===== config.mk =====
export PLATFORM = sky130hd
export DESIGN_NAME = fifo_stream_reader_flat
export DESIGN_NICKNAME = d
export VERILOG_FILES = /design/src/rtl/fifo_stream_reader_if.sv /design/src/rtl/fifo_stream_reader.sv /design/src/flat_wrapper.sv
export SDC_FILE = /design/constraint.sdc
export NUM_CORES = 1
export LEC_CHECK = 0
export CORE_MARGIN = 2
export CORE_UTILIZATION = 46
export CTS_BUF_LIST = sky130_fd_sc_hd__clkbuf_8
export DETAILED_ROUTE_END_ITERATION = 10
export PLACE_DENSITY = 0.86
export SLEW_MARGIN = 20
export SYNTH_ARGS = -nofsm -noshare
export SYNTH_HDL_FRONTEND = slang
export SYNTH_SLANG_ARGS = --single-unit

===== constraint.sdc =====
create_clock -name clk -period 1.9 [get_ports clk]
set_input_delay 0.285 -clock clk [delete_from_list [all_inputs] [get_ports clk]]
set_output_delay 0.285 -clock clk [all_outputs]
set_load 0.01 [all_outputs]

===== src/rtl/fifo_stream_reader_if.sv =====
// FIFO-read and output-stream signals of fifo_stream_reader; master is the reader side.
// The slave modport is the FIFO read port plus the downstream consumer.
interface fifo_stream_reader_if #(
  parameter int data_width = 8
);
  logic                  fifo_empty;
  logic                  fifo_rd_en;
  logic [data_width-1:0] fifo_data;
  logic                  m_valid;
  logic                  m_ready;
  logic [data_width-1:0] m_data;

  modport master (
    input  fifo_empty,
    input  fifo_data,
    input  m_ready,
    output fifo_rd_en,
    output m_valid,
    output m_data
  );

  modport slave (
    output fifo_empty,
    output fifo_data,
    output m_ready,
    input  fifo_rd_en,
    input  m_valid,
    input  m_data
  );
endinterface


===== src/rtl/fifo_stream_reader.sv =====
// Drains a 1-cycle-latency FIFO read port into a valid/ready stream via a 2-entry buffer.
// Latency: read in cycle N -> m_valid in N+2; reads stop once buffer plus in-flight reach 2.
module fifo_stream_reader #(
  parameter int data_width = 8,
  parameter int CNT_W      = 16
) (
  input  logic                  clk,
  input  logic                  rst,
  input  logic                  enable,
  input  logic                  flush,
  fifo_stream_reader_if.master  bus,
  output logic [CNT_W-1:0]      rd_count
);

  typedef enum logic [1:0] {
    EMPTY = 2'd0,
    ONE   = 2'd1,
    TWO   = 2'd2
  } occ_e;

  occ_e                  occ;
  logic [1:0]            occ_n;
  logic                  inflight;
  logic                  discard;
  logic [data_width-1:0] head;
  logic [data_width-1:0] tail;
  logic                  m_valid_q;
  logic                  pop;
  logic                  capture;
  logic [2:0]            demand;
  logic                  rd_en;

  assign occ_n   = occ;
  assign pop     = m_valid_q && bus.m_ready;
  assign capture = inflight && !discard;

  // Words already held plus the one on its way, less the one leaving this cycle.
  assign demand = {1'b0, occ_n} + {2'b00, inflight} - {2'b00, pop};
  assign rd_en  = rst && enable && !flush && !bus.fifo_empty && (demand < 3'd2);

  assign bus.fifo_rd_en = rd_en;
  assign bus.m_valid    = m_valid_q;
  assign bus.m_data     = head;

  always_ff @(posedge clk or negedge rst) begin
    if (!rst) begin
      occ       <= EMPTY;
      inflight  <= 1'b0;
      discard   <= 1'b0;
      head      <= '0;
      tail      <= '0;
      m_valid_q <= 1'b0;
      rd_count  <= '0;
    end else begin
      inflight <= rd_en;
      discard  <= flush && inflight;
      if (pop) begin
        rd_count <= rd_count + 1'b1;
      end
      // Flush also drops a word landing on fifo_data this very cycle.
      if (flush) begin
        occ       <= EMPTY;
        m_valid_q <= 1'b0;
      end else begin
        case ({pop, capture})
          2'b10: begin
            head      <= tail;
            occ       <= (occ == TWO) ? ONE : EMPTY;
            m_valid_q <= (occ == TWO);
          end
          2'b01: begin
            if (occ == EMPTY) begin
              head <= bus.fifo_data;
              occ  <= ONE;
            end else begin
              tail <= bus.fifo_data;
              occ  <= TWO;
            end
            m_valid_q <= 1'b1;
          end
          2'b11: begin
            if (occ == ONE) begin
              head <= bus.fifo_data;
            end else begin
              head <= tail;
              tail <= bus.fifo_data;
            end
          end
          default: begin
          end
        endcase
      end
    end
  end

  // The issue rule must keep the two-entry buffer from ever overflowing.
  a_occ_legal: assert property (@(posedge clk) disable iff (!rst) occ_n != 2'd3);
  a_no_overflow: assert property (@(posedge clk) disable iff (!rst)
    !(capture && !pop && !flush && occ == TWO));

endmodule


===== src/flat_wrapper.sv =====
// flat-port wrapper written by rule: the top's interface ports become plain ports
module fifo_stream_reader_flat 
#(
  parameter int data_width = 8,
  parameter int CNT_W      = 16
)
  (clk, rst, enable, flush, rd_count, bus_fifo_empty, bus_fifo_data, bus_m_ready, bus_fifo_rd_en, bus_m_valid, bus_m_data);
  fifo_stream_reader_if #(.data_width(data_width)) bus_i ();
  input  logic clk;
  input  logic rst;
  input  logic enable;
  input  logic flush;
  output logic [CNT_W-1:0] rd_count;
  input wire logic [$bits(bus_i.fifo_empty)-1:0] bus_fifo_empty;
  input wire logic [$bits(bus_i.fifo_data)-1:0] bus_fifo_data;
  input wire logic [$bits(bus_i.m_ready)-1:0] bus_m_ready;
  output wire logic [$bits(bus_i.fifo_rd_en)-1:0] bus_fifo_rd_en;
  output wire logic [$bits(bus_i.m_valid)-1:0] bus_m_valid;
  output wire logic [$bits(bus_i.m_data)-1:0] bus_m_data;
  assign bus_i.fifo_empty = bus_fifo_empty;
  assign bus_i.fifo_data = bus_fifo_data;
  assign bus_i.m_ready = bus_m_ready;
  assign bus_fifo_rd_en = bus_i.fifo_rd_en;
  assign bus_m_valid = bus_i.m_valid;
  assign bus_m_data = bus_i.m_data;
  fifo_stream_reader #(.data_width(data_width), .CNT_W(CNT_W)) u_core (.clk(clk), .rst(rst), .enable(enable), .flush(flush), .bus(bus_i), .rd_count(rd_count));
endmodule

==> results_dict.tcl, run 1 <==
# metrics dict for downstream scripts
set metrics [dict create \
    grt-busiest-layer "met2" \
    p_comb_mw 0.394 \
    syn_area_sq_mm 0.001684 \
    grt_use_met3_pct 4.514 \
    post_synth_num_cell_types 30 \
    buf_share_pct 22.61 \
    lay_top_cells "36 x clkdlybuf4s50_1, 36 x dfrtp_1, 14 x nor2_1" \
    worstSetupEndpointType "output port" \
    clk_latency_ns 0.28 \
    cts_htree_levels 2 \
    wire_per_inst_um 13.09 \
    nets 220 \
    drt_wl_total_um 3273 \
    mux_area_share_pct 10.10 \
    fin_crit_ns 2.158 \
    clk_pin_slew_ns 0.07 \
    ant_nets 0 \
    slew_headroom_pct 70.25 \
    rows 21 \
    cp_top_family "adder cells" \
    critPathArrivalTime_ns 1.87 \
    grt_max_degree 38 \
    tritoncts "yes" \
    numCtsBuffers 5 \
    worstSetupPathType "reg2out" \
    vias_per_cell 5.100 \
    dr.max_layer_used "met4" \
    ys.flop_type "dfrtp_1" \
    synthesis.nets 161 \
    finalWorstSetupSlack_ns -0.2575 \
    final-comb-area_sq_um 744.5 \
    clockNetworkAreaShare_pct 4.375 \
    crit_path_start_kind "flop" \
    synthArstFlopShare_pct 100.0 \
    skew_ns 0.001285 \
    io_buffers 39 \
    area_growth_syn_to_layout_pct 40.94 \
    top_register "u_core.rd_count" \
    synthTopLogicFamily "simple AND/OR/NAND/NOR gates" \
    synth_xor_xnor_area_share_pct 8.841 \
    fp-utilization_pct 49.30 \
    reg2reg_depth 6 \
    max_stage_delay_ns 0.49 \
    intPower_mw 1.494 \
    cp_num_cells 7 \
    seq_area_sq_um 927.1 \
    pre_cts_ws_ns -0.7954 \
    status "finished with violations" \
    nClkBuffers 5 \
    slew_viol_final 0 \
    ys_cells 145 \
    drt_pass1_iterations 4 \
    grt_pass1_vias 1380 \
    clock-sinks 37 \
    grt_util_all_layers_pct 17.95 \
    yosys.area_share.adder_pct 1.932 \
    n_all_buffers 55 \
    netlist_top_cells_count "37 x dfrtp_1, 14 x nor2_1, 13 x nand2_1, 13 x xnor2_1" \
    crit_path_max_fanout 2 \
    worst-path-buf-inv 1 \
    synth_flops 37 \
    total_power_mw 1.978 \
    syn_avg_cell_area_sq_um 11.61 \
    clock_path_buffers 2 \
    globalplace.congestion 0.8410 \
    cp.required_ns 1.62 \
    die_area_sq_mm 0.004161 \
    inverters 1 \
    stdcell_area_sq_mm 0.002374 \
    warnings 28 \
    nWellTaps 46 \
    antenna_cells 0 \
    largest_reg_flops 16 \
    cp-startpoint "u_core.bus.m_valid" \
    drive_gt1_share_pct 21.57 \
    violations "negative setup slack" \
    endpoint "bus_fifo_rd_en" \
    p_seq_share_pct 47.9 \
    r2r_setup_slack_ns 0.20 \
    yosysMostFrequentCell "dfrtp_1" \
    pg_seq_mw 0.948 \
    period_used_pct 113.6 \
    grt_use_met1_pct 19.73 \
    max-cap-violations 0 \
    power_frac_comb_pct 19.9 \
    final_util_pct 69.49 \
    clockPowerShare_pct 32.2 \
    aoi_share_pct 6.538 \
    worst_path_max_delay_cell "fa_1" \
    postSynthCellCount 145 \
    fmax_ghz 0.4635 \
    fin_setup_tns_ns -0.2575 \
    largestClassByArea "registers" \
    hold_viol_final 0 \
    top_cell_area_share_pct 54.98 \
    pin_count 40 \
    post-cts-setup-buffer-count 0 \
    setup_viol 1 \
    vias 1275 \
    ys_area_sq_mm 0.001684 \
    p_leak_nw 1.108 \
    pg_clk_mw 0.636 \
    cts-resized-gates 5 \
    first_iter_violations 64 \
    placed_area_sq_mm 0.002276 \
    grt_overflow_total 0 \
    cp_cell_sequence "nand2_4 > xnor2_2 > nand2_1 > fa_1 > nand4b_1 > nor3_2 > buf_2" \
    yosys_warnings 0 \
    hold_class "in2async" \
    seq_area_frac_synth_pct 54.98 \
    grt_util_met2_pct 33.20 \
    ir_worst_vdd_mv 0.6214 \
    worstMarginPinSlew_ns 0.4462 \
    yosysTopAreaCell "dfrtp_1" \
    comb_cells 104 \
    met3WireLength_um 206 \
    m1WireLength_um 1327 \
    maxPowerGroup "registers" \
    sh_comb_area_pct 31.37 \
    area_leaders "dfrtp_1 55%, xnor2_1 6.8%, mux2_2 5.3%, mux2i_1 4.8%, nor2_1 3.1%" \
    enable_flop_cells 0 \
    timing.rr.start "u_core.occ[0]" \
    simple_gate_share_pct 15.75 \
    met2_length_um 1697 \
    core_sq_mm 0.003416 \
]
Fig. 1: run 1, cell area per tile
6 x 6 tiles, from white (low) to dark blue (high), 0 to 100% covered.
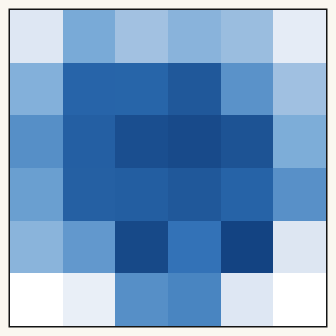
fullest tile: 92%
nearly empty tiles: 5.6%
tiles over 75% full: 36%

Fig. 2: run 1, signal wires on met3
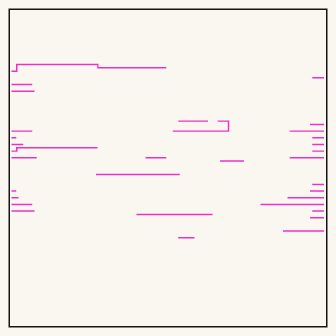
wire length on this layer: 207 um
main direction: horizontal
longest straight run: 16.8 um
nets with wire on the layer: 30

Fig. 3: run 1, cell outlines without signal wires
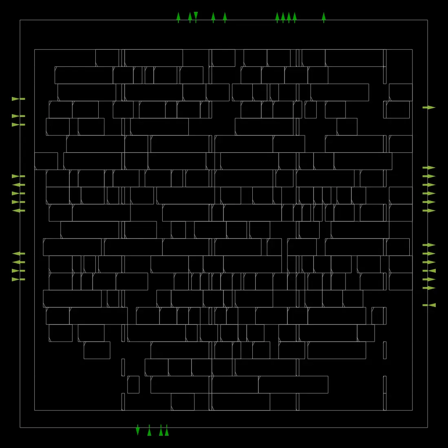
Layout Cells excl Fill: 250
fill cell count: 249
flop share of the area: 39.06%
Seq cells: 37

==> inputs of run 2 (changes only) <==
--- a/config.mk
+++ b/config.mk
@@ -5,11 +5,13 @@
 export SDC_FILE = /design/constraint.sdc
 export NUM_CORES = 1
 export LEC_CHECK = 0
+export ABC_CLOCK_PERIOD_IN_PS = 1900
 export CORE_MARGIN = 2
 export CORE_UTILIZATION = 46
 export CTS_BUF_LIST = sky130_fd_sc_hd__clkbuf_8
 export DETAILED_ROUTE_END_ITERATION = 10
 export PLACE_DENSITY = 0.86
+export SKIP_LAST_GASP = 1
 export SLEW_MARGIN = 20
 export SYNTH_ARGS = -nofsm -noshare
 export SYNTH_HDL_FRONTEND = slang
Fig. 4: run 2, clock wires, drivers and flops
The bar under the picture is 20 um long.
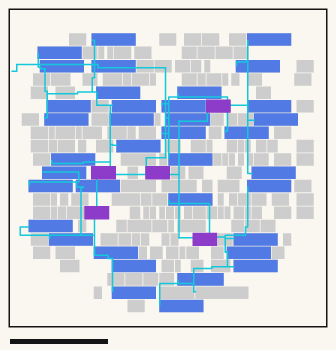
[flip-flops] blue | count: 37
[cells driving clock nets] purple | count: 5
[clock wires] cyan | length: 412 um
flops lie: spread over the die
routed clock nets: 6

==> results_dict.tcl, run 2 <==
# metrics dict for downstream scripts
set metrics [dict create \
    reg2reg_depth 6 \
    n_all_buffers 55 \
    crit_path_start_kind "flop" \
    post-cts-setup-buffer-count 0 \
    finalWorstSetupSlack_ns -0.2575 \
    yosys_warnings 0 \
    stdcell_count 250 \
    pg_clk_mw 0.636 \
    cp.required_ns 1.62 \
    clockPowerShare_pct 32.2 \
    grt_util_all_layers_pct 17.95 \
    first_iter_violations 64 \
    nClkBuffers 5 \
    hold_viol_final 0 \
    pg_seq_mw 0.948 \
    synthTopLogicFamily "simple AND/OR/NAND/NOR gates" \
    endpoint "bus_fifo_rd_en" \
    yosys.area_share.adder_pct 1.932 \
    m1WireLength_um 1327 \
    slew_headroom_pct 70.25 \
    wire_per_inst_um 13.09 \
    ir_worst_vdd_mv 0.6214 \
    simple_gate_share_pct 15.75 \
    power_frac_comb_pct 19.9 \
    top_cell_area_share_pct 54.98 \
    met3WireLength_um 206 \
    stdcell_area_sq_mm 0.002374 \
    drt_pass1_iterations 4 \
    enable_flop_cells 0 \
    intPower_mw 1.494 \
    area_leaders "dfrtp_1 55%, xnor2_1 6.8%, mux2_2 5.3%, mux2i_1 4.8%, nor2_1 3.1%" \
    violations "negative setup slack" \
    grt_overflow_total 0 \
    slew_viol_final 0 \
    post_synth_num_cell_types 30 \
    period_used_pct 113.6 \
    maxPowerGroup "registers" \
    postSynthCellCount 145 \
    timing.rr.start "u_core.occ[0]" \
    grt_use_met1_pct 19.73 \
    grt_max_degree 38 \
    r2r_setup_slack_ns 0.20 \
    max-cap-violations 0 \
    worstSetupEndpointType "output port" \
    final-comb-area_sq_um 744.5 \
    cts-resized-gates 5 \
    mux_area_share_pct 10.10 \
    vias_per_cell 5.100 \
    cts_htree_levels 2 \
    synth_flops 37 \
    core_sq_mm 0.003416 \
    grt_util_met2_pct 33.20 \
    rows 21 \
    cp_top_family "adder cells" \
    max_stage_delay_ns 0.49 \
    seq_area_sq_um 927.1 \
    numCtsBuffers 5 \
    clock-sinks 37 \
    hold_class "in2async" \
    synthArstFlopShare_pct 100.0 \
    cp-startpoint "u_core.bus.m_valid" \
    nFillCells 249 \
    clk_latency_ns 0.28 \
    worst-path-buf-inv 1 \
    die_area_sq_mm 0.004161 \
    dr.max_layer_used "met4" \
    met2_length_um 1697 \
    p_leak_nw 1.108 \
    aoi_share_pct 6.538 \
    fin_crit_ns 2.158 \
    drive_gt1_share_pct 21.57 \
    cp_num_cells 7 \
    area_growth_syn_to_layout_pct 40.94 \
    grt-busiest-layer "met2" \
    fin_setup_tns_ns -0.2575 \
    top_register "u_core.rd_count" \
    clock_path_buffers 2 \
    grt_use_met3_pct 4.514 \
    fmax_ghz 0.4635 \
    status "finished with violations" \
    yosysMostFrequentCell "dfrtp_1" \
    placed_area_sq_mm 0.002276 \
    tritoncts "yes" \
    largestClassByArea "registers" \
    nets 220 \
    skew_ns 0.001285 \
    total_power_mw 1.978 \
    yosysTopAreaCell "dfrtp_1" \
    setup_viol 1 \
    vias 1275 \
    clk_pin_slew_ns 0.07 \
    fp-utilization_pct 49.30 \
    crit_path_max_fanout 2 \
]
